$ cat src/rtl/amcal_seq_mult_ctrl.sv
// AMCAL approximate 8x8 multiplier sequenced over one time-shared LOD.
// Define AMCAL_ROUND_EN for half-up mantissa rounding (default: truncate).
module amcal_seq_mult_ctrl #(
  parameter int ZERO_BYPASS = 1
) (
  input  logic        clk,
  input  logic        rst_n,
  input  logic        in_valid,
  output logic        in_ready,
  input  logic [7:0]  ain,
  input  logic [7:0]  bin,
  output logic        out_valid,
  input  logic        out_ready,
  output logic [15:0] prod,
  output logic        busy
);

  typedef enum logic [2:0] {
    IDLE, LODA, LODB, MUL, DONE
  } state_t;

  state_t      state;
  logic [7:0]  a_q, b_q, lod_x;
  logic [2:0]  ka, ma, kb, mb;
  logic [2:0]  lod_k, lod_m;
  logic [5:0]  p6;
  logic [3:0]  ksum;
  logic [15:0] prod_c;
  logic        zero_in;

  assign lod_x = (state == LODA) ? a_q : b_q;

  always_comb begin
    lod_k = '0;
    for (int i = 0; i < 8; i++)
      if (lod_x[i]) lod_k = 3'(i);
  end

  // Shifting the leading one down to a fixed slot zero-fills k<2 for free.
`ifdef AMCAL_ROUND_EN
  logic [3:0] lod_w;
  assign lod_w = 4'({lod_x, 3'b000} >> lod_k);
  assign lod_m = (lod_w[0] && lod_w[3:1] != 3'b111)
               ? lod_w[3:1] + 3'd1
               : lod_w[3:1];
`else
  logic [2:0] lod_w;
  assign lod_w = 3'({lod_x, 2'b00} >> lod_k);
  assign lod_m = lod_w;
`endif

  assign p6      = {3'b000, ma} * {3'b000, mb};
  assign ksum    = {1'b0, ka} + {1'b0, kb};
  assign prod_c  = (ksum >= 4'd4)
                 ? {10'd0, p6} << (ksum - 4'd4)
                 : {10'd0, p6} >> (4'd4 - ksum);
  assign zero_in = (ain == 8'd0) || (bin == 8'd0);

  always_ff @(posedge clk) begin
    if (!rst_n) begin
      state     <= IDLE;
      in_ready  <= 1'b1;
      out_valid <= 1'b0;
      prod      <= '0;
      busy      <= 1'b0;
      a_q       <= '0;
      b_q       <= '0;
      ka        <= '0;
      ma        <= '0;
      kb        <= '0;
      mb        <= '0;
    end else begin
      unique case (state)
        IDLE: begin
          if (in_valid) begin
            a_q      <= ain;
            b_q      <= bin;
            in_ready <= 1'b0;
            busy     <= 1'b1;
            if (ZERO_BYPASS != 0 && zero_in) begin
              prod      <= '0;
              out_valid <= 1'b1;
              state     <= DONE;
            end else begin
              state <= LODA;
            end
          end
        end
        LODA: begin
          ka    <= lod_k;
          ma    <= lod_m;
          state <= LODB;
        end
        LODB: begin
          kb    <= lod_k;
          mb    <= lod_m;
          state <= MUL;
        end
        MUL: begin
          prod      <= prod_c;
          out_valid <= 1'b1;
          state     <= DONE;
        end
        DONE: begin
          if (out_ready) begin
            out_valid <= 1'b0;
            in_ready  <= 1'b1;
            busy      <= 1'b0;
            state     <= IDLE;
          end
        end
        default: state <= IDLE;
      endcase
    end
  end

endmodule
$ cat config.mk
export PLATFORM = sky130hd
export DESIGN_NAME = amcal_seq_mult_ctrl
export DESIGN_NICKNAME = d
export VERILOG_FILES = /design/src/rtl/amcal_seq_mult_ctrl.sv
export SDC_FILE = /design/constraint.sdc
export NUM_CORES = 1
export LEC_CHECK = 0
export CAP_MARGIN = 5
export CORE_MARGIN = 2
export CORE_UTILIZATION = 60
export CTS_CLUSTER_DIAMETER = 80
export DETAILED_ROUTE_END_ITERATION = 10
export PLACE_DENSITY = 0.95
export SYNTH_ARGS = -nofsm -noshare
export SYNTH_HDL_FRONTEND = slang
export SYNTH_SLANG_ARGS = --single-unit
$ cat constraint.sdc
create_clock -name clk -period 5.54 [get_ports clk]
set_input_delay 1.108 -clock clk [delete_from_list [all_inputs] [get_ports clk]]
set_output_delay 1.108 -clock clk [all_outputs]
set_load 0.02 [all_outputs]
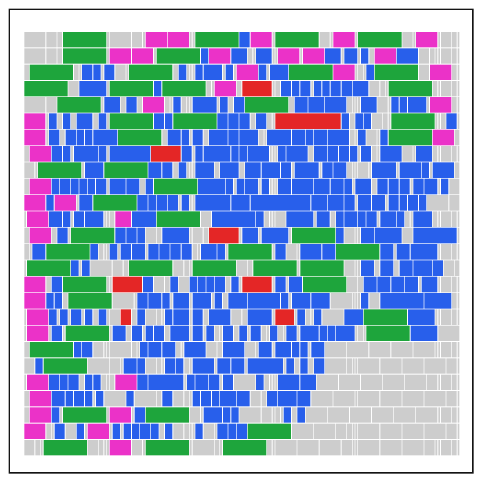
(cells colored by class)
(6 px per µm) Fill, decap, tap and diode cells in gray.
legend:
  magenta:
    class: other buffers and delay cells
    cells: 39
  green:
    class: flip-flops
    cells: 50
  blue:
    class: all other logic
    cells: 341
  red:
    class: clock drivers and dummy loads
    cells: 8
final core occ: 71.6%
standard-cell rows: 26

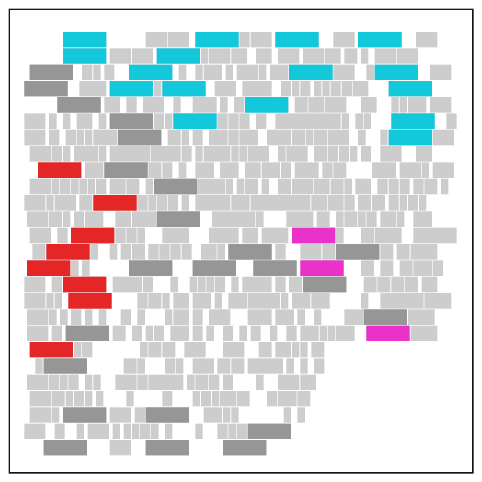
(where the registers sit)
(6 px per µm) Other sequential cells in the stronger gray, the rest of the logic in the fainter gray.
legend:
  cyan:
    name_in_the_netlist: prod
    placed_flops: 16
  red:
    name_in_the_netlist: b_q
    placed_flops: 8
    where: left middle
  magenta:
    name_in_the_netlist: ma
    placed_flops: 3
not colored: 23
Storage cell area: 1000 µm²
Flop+latch power: 0.530 mW
sequential share of cell area: 27.2%

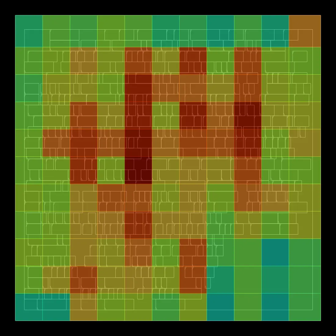
(track usage over the die)
met1 track demand over resource: 37.3%
global routing usage on met3: 5.06%
routing layer with the top usage in global route: met2
total routing resource utilization after global routing: 28.5%
Routed WL per cell: 16.1 µm

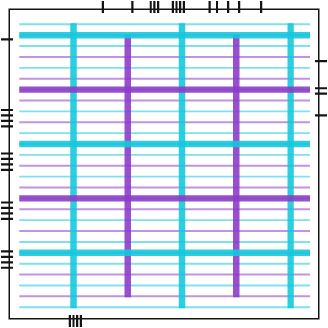
(floorplan with the power grid)
(4 px per µm) Pins as bars on the die edge.
legend:
  cyan:
    net: VSS
  purple:
    net: VDD
met4 straps: 5
signal pins: 39
met5 straps: 5
rows: 26
met1 rails: 27
worst supply voltage drop on vdd: 0.374 mV
Die X: 77.0 µm
standard cell core area: 5140 µm²
Die Height: 77.0 µm

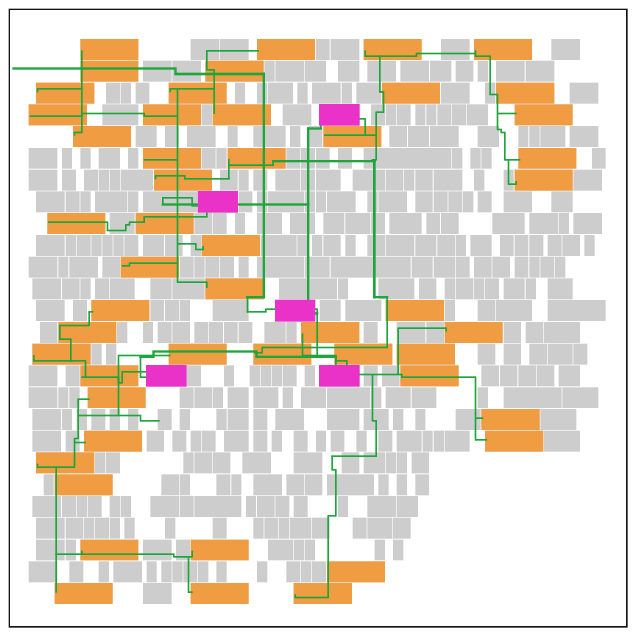
(clock wires, drivers and flops)
(8 px per µm)
legend:
  magenta:
    item: cells driving clock nets
    count: 5
  green:
    item: clock wires
    length: 633 µm
  orange:
    item: flip-flops
    count: 50
routed clock nets: 6
flops lie: spread over the die
Clock net power: 0.269 mW
latest clock arrival within the worst-skew pair: 0.32 ns
skew final: 0.0119 ns

==> run summary <==
The following summarizes the physical implementation.

Final timing
In the final timing run, aggregate negative setup slack is 0 ns. The timing-limited maximum frequency is approximately 310 MHz. For this run, the final setup violation count is recorded as 0.

The post-layout period usage of the worst path is between 50% and 60%. The setup slack of the critical path after layout is about 2.3 ns. Looking at the max-slew report, the worst-margin pin has a slew of roughly 1 ns. The worst hold margin is around 0.46 ns. Pins over their slew limit in the final report were tallied at 0. Setup repair after global routing left no endpoint under its margin.

Finish
prod holds more flip-flops than any other register. The number of sequential storage elements is about 50. After filler insertion, the fill cell instance count of the layout stands at 430. The largest registers in the layout are prod (16), a_q (8), b_q (8).

The final layout contains roughly 470 nets. In the layout the tool counted multi-input logic cells amounting to about 330. The biggest slice of the area belongs to combinational gates. The total inserted antenna cells is 0. Of all the cell area in the finished design, non-clock buffers hold a little over a tenth. The area growth from synthesis to layout is 15.0%.

Leaving out buffers and inverters, the combinational logic in the layout accounts for about 2000 µm². Per the final layout report, the fraction of cells sized above drive strength 1 comes to 7.08%. Non-clock buffers in the final layout number 39.

Detailed routing
After detailed routing, the number of remaining DRC violations is 0. In the final routing, the length of wire on met1 measures approximately 3500 µm. Nets still carrying antenna violations after routing amount to 0. The first TritonRoute pass finished after 5 iterations.

Signal routing reaches up to met4. The vias after detailed routing is about 3200. The routed wire length is a little over 8000 µm.

Synthesis
Summing the areas of all xor and xnor instances in the mapped netlist gives roughly 2.5% of the synthesized area. The sequential share of the synthesized area is between 30% and 40%. The number of warnings reported in the yosys synthesis log is 0. The area figure in the yosys stat output is ~3200 µm². Per the synthesis report, the single largest cell type by area occupies between 30% and 40% of cell area. Per the Yosys statistics, synthesis produced a little over 400 cells. Counting distinct cell types in the post-synthesis netlist gives 66. Post-synth the commonest register cell is dfxtp_1. The synthesized netlist devotes 25.6% of its cell area to compound gates. Of all cell types, the one taking the most synthesized area is dfxtp_1. The share of flip-flops with an asynchronous set or reset after synthesis is 0%. A synthesized cell averages approximately 7.7 µm². Sorting the synthesized cells by area gives the leading types as dfxtp_1 (31%), nand2_1 (8.6%), a21oi_1 (6.1%). The area fraction in full adders, half adders and majority gates is 5.79%.

Synthesis inferred around 50 register bits. The post-synth net total is about 450. The number of standard cells after synthesis is between 400 and 500.

Power
Per the summary, power density relative to cell area is about 550 nW/µm². The power report lists cell-internal power as around 1 mW. Total power for the finished layout comes to 2.02 mW. Combinational power for this build is ~1.2 mW. The share of total power in the clock network is a little over an eighth. The combinational cell fraction of total power is around 60%. The switching share of total power is between 40 and 50%.

Place
The number of I/O port buffers is 38. After detailed placement, the design holds a cell count of about 500. The cell area after placement is ~3600 µm². At the end of routability-driven placement, the weighted congestion stood at approximately 1.0. The placed wire-length estimate after detailed placement is a little under 6000 µm.

Worst hold path
The hold path endpoint is prod[10]. The count of cells along the worst hold path is 2.

Critical path
Along the worst path, the maximum fanout reaches 13. The number of cells on the worst reg-to-reg path is 10. The path type of the worst setup path is flip-flop to flip-flop.

The cell with the most instances on the worst path is ha_1. The launch instance of the worst register-to-register path is ka[0]. The STA report counts the stages on the worst setup path as 10. The number of buffers and inverters on the critical path is 1. The slowest stage of the critical path belongs to the cell fa_1. The most critical setup path has its endpoint at prod[0].

The timing report gives the biggest stage delay along the critical path as approximately 0.8 ns. The worst setup path is captured at a flip-flop. The kind of cell adding the most delay to the critical path is adder cells. The worst register-to-register path has a setup slack of between 2 and 2.5 ns. The launch point of the critical path was reported as ka[0].

GRT
The first global-routing pass estimated about 14000 µm of wire. The pin count of the biggest net entering global routing is 33. Global routing finished with a remaining overflow of 0. The via count of the first global-routing pass is 3008.

Die
At the floorplan stage, the core utilization is reported as between 60 and 70%. According to the tapcell log, the count of inserted taps is ~70.

Job
Per the run summary, max-cap violations total 0. OpenROAD emitted warnings numbering 26.

Clock tree
The tree built by TritonCTS fans out to ~50 sinks. Buffers added to address setup during post-CTS repair amount to 0. The root buffer cell is clkbuf_8. Per the CTS log, the buffer count on the longest clock path is 2.

TritonCTS built the clock tree.

Outcome
The run finished with clean final reports.
Power and IR drop assume default switching activity.
